### Drive-strength map, run 1

(3 px per um)
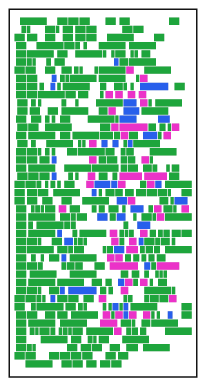
### Register map, names as in the netlist, run 1

(4 px per um)
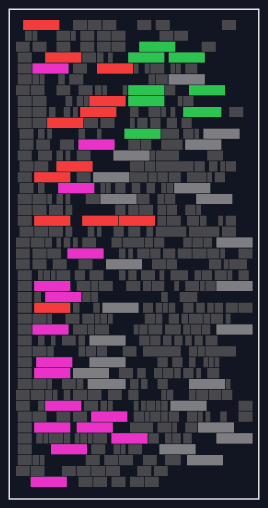
### Placement view, run 1

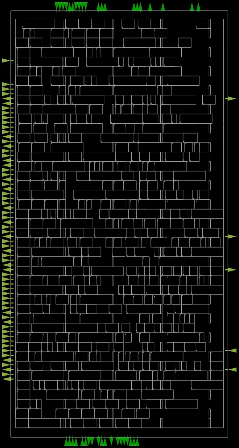
===== src/rtl/vram_write_arbiter.sv =====
// Round-robin write arbiter for the three tile RAMs' port A, with an optional vblank-only
// write window and a per-frame write budget.
module vram_write_arbiter #(
  parameter bit          VBLANK_ONLY = 1'b1,
  parameter int unsigned WR_BUDGET   = 64
) (
  input  logic        clk,
  input  logic        rst_n,
  input  logic        frame_start,
  input  logic        vblank,
  input  logic        req0_valid,
  output logic        req0_ready,
  input  logic [1:0]  req0_target,
  input  logic [11:0] req0_addr,
  input  logic [15:0] req0_data,
  input  logic        req1_valid,
  output logic        req1_ready,
  input  logic [1:0]  req1_target,
  input  logic [11:0] req1_addr,
  input  logic [15:0] req1_data,
  output logic        char_wr,
  output logic        chardata_wr,
  output logic        charpal_wr,
  output logic [11:0] wr_addr,
  output logic [15:0] wr_data,
  output logic        err,
  output logic [7:0]  budget_left
);

  localparam int unsigned    CntW       = 16;
  localparam logic [CntW-1:0] Budget    = CntW'(WR_BUDGET);
  localparam logic [7:0]     BudgetInit = (WR_BUDGET == 0 || WR_BUDGET > 255) ? 8'hFF :
                                          8'(WR_BUDGET);

  typedef enum logic [1:0] {StWait, StOpen, StExhaust} state_e;

  state_e          state_q, state_d;
  logic [CntW-1:0] count_q, count_d;
  logic            last_grant_q;
  logic            window, open, grant1, accept, illegal;
  logic [1:0]      sel_target;
  logic [11:0]     sel_addr;
  logic [15:0]     sel_data;
  logic [31:0]     remaining;
  logic [7:0]      budget_left_d;

  assign window = vblank | ~VBLANK_ONLY;
  assign open   = (state_q == StOpen) & window & ~frame_start;

  // With no requester valid the turn stays with whoever did not win last.
  always_comb begin
    grant1 = ~last_grant_q;
    if (req0_valid && !req1_valid) begin
      grant1 = 1'b0;
    end else if (req1_valid && !req0_valid) begin
      grant1 = 1'b1;
    end
  end

  assign req0_ready = open & ~grant1;
  assign req1_ready = open & grant1;
  assign accept     = (req0_valid & req0_ready) | (req1_valid & req1_ready);

  assign sel_target = grant1 ? req1_target : req0_target;
  assign sel_addr   = grant1 ? req1_addr   : req0_addr;
  assign sel_data   = grant1 ? req1_data   : req0_data;
  // charpal_ram only has 1024 words.
  assign illegal    = (sel_target == 2'b11) |
                      ((sel_target == 2'b10) & (sel_addr[11:10] != 2'b00));

  always_comb begin
    count_d = count_q;
    if (frame_start) begin
      count_d = '0;
    end else if (accept && count_q != '1) begin
      count_d = count_q + 1'b1;
    end
  end

  always_comb begin
    state_d = state_q;
    if (frame_start) begin
      state_d = StWait;
    end else begin
      unique case (state_q)
        StWait: begin
          if (window) state_d = StOpen;
        end
        StOpen: begin
          if (WR_BUDGET != 0 && accept && count_d == Budget) begin
            state_d = StExhaust;
          end else if (!window) begin
            state_d = StWait;
          end
        end
        StExhaust: state_d = StExhaust;
        default:   state_d = StWait;
      endcase
    end
  end

  always_comb begin
    remaining     = WR_BUDGET - 32'(count_d);
    budget_left_d = 8'hFF;
    if (WR_BUDGET != 0 && remaining < 32'd255) begin
      budget_left_d = remaining[7:0];
    end
  end

  always_ff @(posedge clk or negedge rst_n) begin
    if (!rst_n) begin
      state_q      <= StWait;
      count_q      <= '0;
      last_grant_q <= 1'b1;
      char_wr      <= 1'b0;
      chardata_wr  <= 1'b0;
      charpal_wr   <= 1'b0;
      err          <= 1'b0;
      wr_addr      <= '0;
      wr_data      <= '0;
      budget_left  <= BudgetInit;
    end else begin
      state_q     <= state_d;
      count_q     <= count_d;
      budget_left <= budget_left_d;
      char_wr     <= accept & ~illegal & (sel_target == 2'b00);
      chardata_wr <= accept & ~illegal & (sel_target == 2'b01);
      charpal_wr  <= accept & ~illegal & (sel_target == 2'b10);
      err         <= accept & illegal;
      if (accept) begin
        last_grant_q <= grant1;
        wr_addr      <= sel_addr;
        wr_data      <= sel_data;
      end
    end
  end

endmodule


===== config.mk =====
export PLATFORM = sky130hd
export DESIGN_NAME = vram_write_arbiter
export DESIGN_NICKNAME = d
export VERILOG_FILES = /design/src/rtl/vram_write_arbiter.sv
export SDC_FILE = /design/constraint.sdc
export NUM_CORES = 1
export LEC_CHECK = 0
export CAP_MARGIN = 25
export CORE_ASPECT_RATIO = 2
export CORE_UTILIZATION = 45
export CTS_BUF_LIST = sky130_fd_sc_hd__clkbuf_2
export DETAILED_ROUTE_END_ITERATION = 10
export PLACE_DENSITY = 0.76
export SLEW_MARGIN = 20
export SYNTH_ARGS = -nofsm -noshare
export SYNTH_HDL_FRONTEND = slang
export SYNTH_SLANG_ARGS = --single-unit

===== constraint.sdc =====
create_clock -name clk -period 2.9 [get_ports clk]
set_input_delay 0.435 -clock clk [delete_from_list [all_inputs] [get_ports clk]]
set_output_delay 0.435 -clock clk [all_outputs]
set_load 0.01 [all_outputs]

==> out/qor.log, run 1 <==
INFO  drt            antenna_violating_nets_post_route=0
INFO  drt            vias_per_cell=5.20
INFO  timing         fin_crit_sh=94.0%
INFO  yosys          yosys.cell_types.count=60
INFO  worst_hold_path hold_path.class=flop to flop
INFO  cells_and_area nMultiInputCombCells=233
INFO  cells_and_area post-route-cell-area=4720um^2
INFO  timing         maxClockFrequency=0.367GHz
INFO  timing         slew_viol_final=0
INFO  cells_and_area clk_buf=13
INFO  die            total_die_size=7570um^2
INFO  global_route   number_of_antenna_violations_at_the_first_check_in_global_routing=0
INFO  cells_and_area multi_input_comb_area=1640um^2
INFO  power          sequentialPowerShare=49.1%
INFO  die            std_cell_rows=43
INFO  power          switching_power=609uW
INFO  power          sequential_cell_power_consumption=991uW
INFO  timing         timing_worst_slew_pin_value=751ps
INFO  cells_and_area sh_comb_area=34.8%
INFO  yosys          xor_share=5.09%
INFO  drt            vias=2,880
INFO  yosys          number_of_enable_type_register_cells_in_the_synthesized_netlist=0
INFO  setup_path     ff2ff_path_depth=11
INFO  placement      numPlacedInstances=534
INFO  yosys          yosysTopAreaCell=dfrtp_1
INFO  setup_path     critPathSlowestCell=clkdlybuf4s50_1
INFO  setup_path     worst_setup_path_startpoint=frame_start
INFO  cts            cts_hold_repair.buffers=1
INFO  yosys          synth_area=3240um^2
INFO  worst_hold_path hold_path_startpoint=wr_data[2]$_DFFE_PN0P_
INFO  timing         layout_setup_ws=175ps
INFO  yosys          post_synth.cell_area_avg=10.1um^2
INFO  setup_path     worstPathBufferInverterCount=5
INFO  cells_and_area layout_top_registers=count_q x16, wr_data x16, wr_addr x12
INFO  drt            met1Wirelength=2790um
INFO  die            initial_utilization=46.7%
INFO  setup_path     path_cells=clkdlybuf4s50_1 > nor4bb_1 > buf_4 > buf_4 > nand3_1 > nor4_1 > buf_4 > mux2_2 > a311oi_2 > a221oi_4 > buf_4 > nand2b_1
INFO  cells_and_area n_all_buffers=147
INFO  power          pwr-share-clk=20.8%
INFO  cells_and_area clock_cell_area_share=1.72%
INFO  yosys          synth.yosys.num_cells=320
INFO  cells_and_area flow.area_growth_from_synthesis=45.5%
INFO  yosys          async_reset_ff_share=100%
INFO  placement      io_buffer_count=107
INFO  cts            htree_num_levels=3
INFO  setup_path     worstPathArrival=3160ps
INFO  global_route   groute.layer.met2.usage=42.6%
INFO  drt            route.top_layer_used=met4
INFO  placement      detailedPlace.worstSlack=-294ps
INFO  placement      detailed_place_hpwl=6440um
INFO  drt            drt-wirelength-per-cell=14.9um
INFO  yosys          synth.area.mux_share=11.3%
INFO  status         run_status=completed
INFO  cells_and_area nonClkBufAreaFrac=29.0%
INFO  cells_and_area nFillCells=575
INFO  cells_and_area inv_count=9
INFO  global_route   grt-ovfl-total=0
INFO  setup_path     worstPathRequired=3340ps
INFO  yosys          aoi_share=10.9%
INFO  setup_path     crit_path_category=input pin to flop
INFO  cells_and_area ff_latch_area=1480um^2
INFO  drt            met3_length=512um
INFO  setup_path     cp_dominant_cell_by_count=buf_4
INFO  global_route   grt_usage=24.8%
INFO  yosys          numSynthFlops=59
INFO  power          design_power_total=2.02mW
INFO  drt            drc=0
INFO  cells_and_area final_layout_size_suffix_gt1_share=18.3%
INFO  setup_path     worst-r2r-setup-slack=190ps
INFO  global_route   global_route.peak_usage_layer=met2
INFO  power          power_top_consumer=registers
INFO  yosys          post_synth_fa_ha_maj_area_fraction=0.772%
INFO  timing         final_hold_violations=0
INFO  die            io_pins=108
INFO  power          intPower=1.41mW
INFO  power          pg_clk=419uW
INFO  cells_and_area n_antenna_cell=0
INFO  setup_path     worst_setup_path_end=budget_left[1]$_DFF_PN0_
INFO  cells_and_area final_layout_top_logic_cells=clkdlybuf4s50_1 (106), dfrtp_1 (57), nand2_1 (41)
INFO  global_route   first_global_vias=2,988
INFO  power          power_switching_share=30.2%
INFO  global_route   groute.layer.met1.usage=23.7%
INFO  cts            postCtsSetupBuffers=0
INFO  timing         min_cycle_time_layout=2720ps
INFO  cells_and_area nNetsFinal=527
INFO  yosys          synth.yosys.seq_area_share=45.6%
INFO  power          power_combinational=608uW
INFO  placement      placed_cell_area=4600um^2
INFO  worst_hold_path min_delay_path_depth=2
INFO  yosys          synth_chip_area=3240um^2
INFO  setup_path     r2r-end=budget_left[1]$_DFF_PN0_
INFO  drt            drt_iter0_drc=116
INFO  cts            cts-root-buf=clkbuf_2
INFO  setup_path     timing.critical_path.fanout_max=8
INFO  drt            routed-wl-met2=4580um
INFO  yosys          synth.top_cells.by_count=dfrtp_1 (57), nand2_1 (41), mux2i_1 (34), o21ai_0 (32), nor2_1 (19)
INFO  yosys          synth.comb.largest_family=simple AND/OR/NAND/NOR gates
INFO  global_route   grt_pass1_wl=13,400um
INFO  timing         report.final.setup_viol=0
INFO  cells_and_area dominant_cells=logic gates
INFO  cts            cts_max_path_buffers=2
INFO  setup_path     cp-start-kind=input pin
INFO  timing         setup_tns=0ps
INFO  setup_path     cpPeakStageDelay=480ps
INFO  yosys          ys_dominant_reg_cell=dfrtp_1
INFO  cells_and_area flops=59
INFO  yosys          yosysWarningCount=0
INFO  yosys          yosysMostFrequentCell=dfrtp_1
INFO  setup_path     critical_path.reg2reg.startpoint=state_q[1]$_DFFE_PN0P_
INFO  power          leakagePower=2.20nW
INFO  yosys          postSynthNetCount=388
INFO  cts            cts.sinks=59
INFO  cts            cts-resized-gates=0
INFO  yosys          synthesis.instances=320
INFO  timing         fin_skew=19.5ps
INFO  power          worst_ir_drop_vdd=0.307mV
INFO  drt            drt_pre_antenna_iters=4
INFO  setup_path     crit_family=buffers and inverters
INFO  run            total_tool_warning_count=26
INFO  die            die-width=62.0um
INFO  run            timing.max_cap.violations=0
INFO  cts            tritoncts=done
INFO  yosys          synthTopCellsByArea=dfrtp_1 (44%), mux2i_1 (10%), o21ai_0 (4.9%)
INFO  placement      gp_congestion=0.881
INFO  yosys          synth.cellmix.simpleShare=22.3%
## Picture notes: 'Drive-strength map'
Key: _0 and _1 cells = green [cells 379, share 82%, most used clkdlybuf4s50_1]; _2 cells = blue [cells 38, share 8.2%, most used clkbuf_2]; _3 and _4 cells = magenta [cells 47, share 10%, most used buf_4]

## Picture notes: 'Register map, names as in the netlist'
Key: `wr_addr` = red [placed flops 12]; `budget_left` = green [placed flops 8, where top centre]; `wr_data` = magenta [placed flops 16]
Another 23 sequential cells are not coloured.

## Picture notes: 'Placement view'
core occupancy in the finished layout: 68.0%
number of tap cells inserted: 90
sequential portion of the cell area: 31.3%
standard cell core area: 6940 um^2
Final Non-Filler Cells: 554

### Floorplan with the power grid, run 1

(4 px per um) Pins as bars on the die edge.
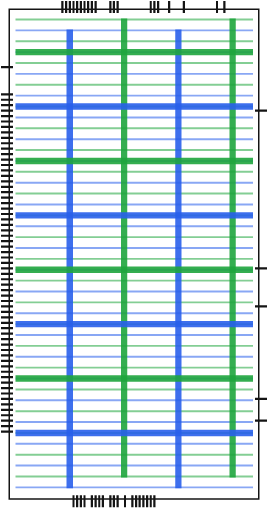

## Run 2: what changed since run 1
CORE_MARGIN = 2   (was not set)
PLACE_DENSITY = 0.79   (was 0.76)
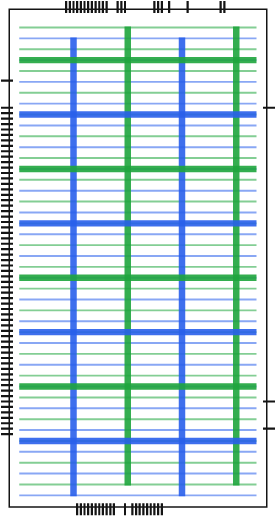
*Floorplan with the power grid, run 2*
(4 px per um) Pins as bars on the die edge.
Key: VDD = green; VSS = blue
The core has 43 rows. 8 straps on met5. 108 signal pins sit on the boundary.

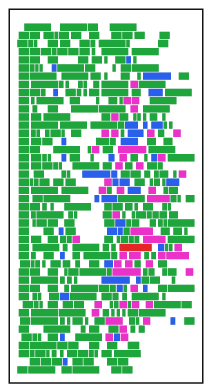
*Drive-strength map, run 2*
(3 px per um)
Key: _0 and _1 cells = green [cells 378, share 82%, most used clkdlybuf4s50_1]; _6 and larger = red [cells 1, share 0.22%, most used bufinv_16]; _3 and _4 cells = magenta [cells 46, share 9.9%, most used buf_4]; _2 cells = blue [cells 38, share 8.2%, most used clkbuf_2]

==> run 2 against run 1 <==
  * Die area grew 4.9%
  * Clock skew shrank 5.6 ps
  * Synthesized area is the same
  * Sequential share of layout area shrank 0.14 points
  * Combinational power grew 1%
  * Via count is essentially flat
  * Global-route usage shrank 0.78 points
  * Final cell count shrank 0.18%
  * Largest power group unchanged
  * Setup slack gained 31 ps
==> out/qor.log, run 2 <==
INFO  status         run_status=completed
INFO  power          design_power_total=2.12mW [+4.9%]
INFO  cells_and_area n_all_buffers=146 [-0.68%]
INFO  setup_path     r2r-end=budget_left[5]$_DFF_PN0_
INFO  cells_and_area nonClkBufAreaFrac=28.7% [-0.31 points]
INFO  yosys          aoi_share=10.9% [unchanged]
INFO  die            total_die_size=7940um^2 [+4.9%]
INFO  drt            drt_iter0_drc=130 [+12%]
INFO  global_route   groute.layer.met2.usage=45.1% [+2.4 points]
INFO  die            initial_utilization=46.7% [unchanged]
INFO  placement      gp_congestion=0.901 [+2.2%]
INFO  yosys          postSynthNetCount=388 [unchanged]
INFO  yosys          synthesis.instances=320 [unchanged]
INFO  yosys          number_of_enable_type_register_cells_in_the_synthesized_netlist=0 [unchanged]
INFO  timing         timing_worst_slew_pin_value=489ps [-262 ps]
INFO  timing         final_hold_violations=0 [unchanged]
INFO  yosys          synth.comb.largest_family=simple AND/OR/NAND/NOR gates
INFO  power          pwr-share-clk=24.1% [+3.3 points]
INFO  run            total_tool_warning_count=26 [unchanged]
INFO  setup_path     worstPathBufferInverterCount=1 [-4]
INFO  yosys          synth_area=3240um^2 [unchanged]
INFO  yosys          yosysMostFrequentCell=dfrtp_1
INFO  setup_path     crit_family=simple AND/OR/NAND/NOR gates
INFO  cells_and_area sh_comb_area=34.8% [about the same]
INFO  cells_and_area flops=59 [unchanged]
INFO  setup_path     worst-r2r-setup-slack=210ps [+20 ps]
INFO  drt            drc=0 [unchanged]
INFO  setup_path     worst_setup_path_end=budget_left[5]$_DFF_PN0_
INFO  setup_path     worstPathRequired=3310ps [-30 ps]
INFO  yosys          async_reset_ff_share=100% [unchanged]
INFO  cells_and_area clk_buf=12 [-1]
INFO  setup_path     cpPeakStageDelay=560ps [+80 ps]
INFO  yosys          yosysWarningCount=0 [unchanged]
INFO  cells_and_area dominant_cells=logic gates
INFO  die            floorplan.core_area=6940um^2 [unchanged]
INFO  power          intPower=1.49mW [+6.0%]
INFO  cells_and_area nMultiInputCombCells=233 [unchanged]
INFO  drt            antenna_violating_nets_post_route=0 [unchanged]
INFO  cells_and_area multi_input_comb_area=1650um^2 [+0.53%]
INFO  cells_and_area nNetsFinal=526 [-0.19%]
INFO  yosys          post_synth_fa_ha_maj_area_fraction=0.772% [unchanged]
INFO  yosys          synth.yosys.seq_area_share=45.6% [unchanged]
INFO  timing         fin_skew=13.8ps [-5.65 ps]
INFO  global_route   grt_pass1_wl=14,300um [+7.0%]
INFO  global_route   first_global_vias=3,045 [+1.9%]
INFO  drt            drt_wl_total=8640um
INFO  timing         setup_tns=0ps [unchanged]
INFO  yosys          ys_dominant_reg_cell=dfrtp_1
INFO  die            die-width=64.0um [+3.2%]
INFO  cts            cts_max_path_buffers=2 [unchanged]
INFO  worst_hold_path hold_path.class=input pin to asynchronous set/reset pin
INFO  drt            vias=2,878 [-0.069%]
INFO  drt            drt_pre_antenna_iters=4 [unchanged]
INFO  die            io_pins=108 [unchanged]
INFO  global_route   global_route.peak_usage_layer=met2
INFO  timing         report.final.setup_viol=0 [unchanged]
INFO  placement      io_buffer_count=107 [unchanged]
INFO  setup_path     crit_path_category=flop to flop
INFO  cells_and_area final_layout_size_suffix_gt1_share=18.4% [+0.040 points]
INFO  placement      placed_cell_area=4600um^2 [unchanged]
INFO  setup_path     worst_setup_path_startpoint=count_q[0]$_DFF_PN0_
INFO  cells_and_area inv_count=9 [unchanged]
INFO  power          power_top_consumer=registers
INFO  power          sequentialPowerShare=46.9% [-2.2 points]
INFO  timing         maxClockFrequency=0.371GHz [+1.2%]
INFO  power          leakagePower=2.20nW [+0.30%]
INFO  setup_path     timing.critical_path.fanout_max=8 [unchanged]
INFO  yosys          synthTopCellsByArea=dfrtp_1 (44%), mux2i_1 (10%), o21ai_0 (4.9%)
INFO  setup_path     cp_dominant_cell_by_count=nand4_1
INFO  yosys          post_synth.cell_area_avg=10.1um^2 [unchanged]
INFO  setup_path     critical_path.reg2reg.startpoint=count_q[0]$_DFF_PN0_
INFO  cts            tritoncts=done
INFO  power          pg_clk=511uW [+22%]
INFO  cells_and_area nFillCells=574 [-0.17%]
INFO  drt            route.top_layer_used=met4
INFO  timing         fin_crit_sh=92.9% [-1.1 points]
INFO  power          worst_ir_drop_vdd=0.362mV [+18%]
INFO  global_route   grt_usage=24.0% [-0.78 points]
INFO  yosys          synth.yosys.num_cells=320 [unchanged]
INFO  setup_path     path_cells=ha_2 > nand3_2 > or4_4 > nand4_1 > mux2i_1 > nand4_1 > a221oi_4 > buf_4 > nand2_1
INFO  power          power_switching_share=29.4% [-0.74 points]
INFO  run            timing.max_cap.violations=0 [unchanged]
INFO  cells_and_area n_antenna_cell=0 [unchanged]
INFO  cts            cts-resized-gates=0 [unchanged]
INFO  setup_path     cp-start-kind=flop
INFO  cts            cts.sinks=59 [unchanged]
INFO  yosys          xor_share=5.09% [unchanged]
INFO  drt            routed-wl-met2=5010um [+9.4%]
INFO  cts            cts_hold_repair.buffers=1 [unchanged]
INFO  power          sequential_cell_power_consumption=992uW [about the same]
INFO  power          switching_power=623uW [+2.3%]
INFO  yosys          synth.cellmix.simpleShare=22.3% [unchanged]
INFO  global_route   grt-ovfl-total=0 [unchanged]
INFO  yosys          synth.top_cells.by_count=dfrtp_1 (57), nand2_1 (41), mux2i_1 (34), o21ai_0 (32), nor2_1 (19)
INFO  yosys          yosys.cell_types.count=60 [unchanged]
INFO  yosys          synth_chip_area=3240um^2 [unchanged]
INFO  setup_path     worstPathArrival=3100ps [-60 ps]
INFO  yosys          synth.area.mux_share=11.3% [unchanged]
INFO  timing         min_cycle_time_layout=2690ps [-31.3 ps]
INFO  cells_and_area post-route-cell-area=4740um^2 [+0.53%]
INFO  placement      detailed_place_hpwl=6730um [+4.4%]
INFO  cells_and_area layout_top_registers=count_q x16, wr_data x16, wr_addr x12
INFO  global_route   groute.layer.met1.usage=22.7% [-0.94 points]
INFO  setup_path     critPathSlowestCell=or4_4
INFO  timing         layout_setup_ws=207ps [+31.3 ps]
INFO  yosys          numSynthFlops=59 [unchanged]
INFO  cts            cts-root-buf=clkbuf_2
INFO  cells_and_area final_layout_top_logic_cells=clkdlybuf4s50_1 (106), dfrtp_1 (56), nand2_1 (41)
INFO  setup_path     ff2ff_path_depth=9 [-2]
INFO  cts            htree_num_levels=3 [unchanged]
INFO  cells_and_area ff_latch_area=1480um^2 [about the same]
INFO  cells_and_area flow.area_growth_from_synthesis=46.3%
INFO  timing         slew_viol_final=0 [unchanged]
INFO  drt            vias_per_cell=5.20 [+0.11%]
INFO  cells_and_area sequential_portion_of_the_cell_area=31.2% [-0.14 points]
INFO  yosys          yosysTopAreaCell=dfrtp_1
INFO  drt            met1Wirelength=2890um [+3.5%]
INFO  die            taps=90 [unchanged]
INFO  cells_and_area layoutNonFillerInstCount=553 [-0.18%]
Power is estimated from default activity; no workload was simulated.
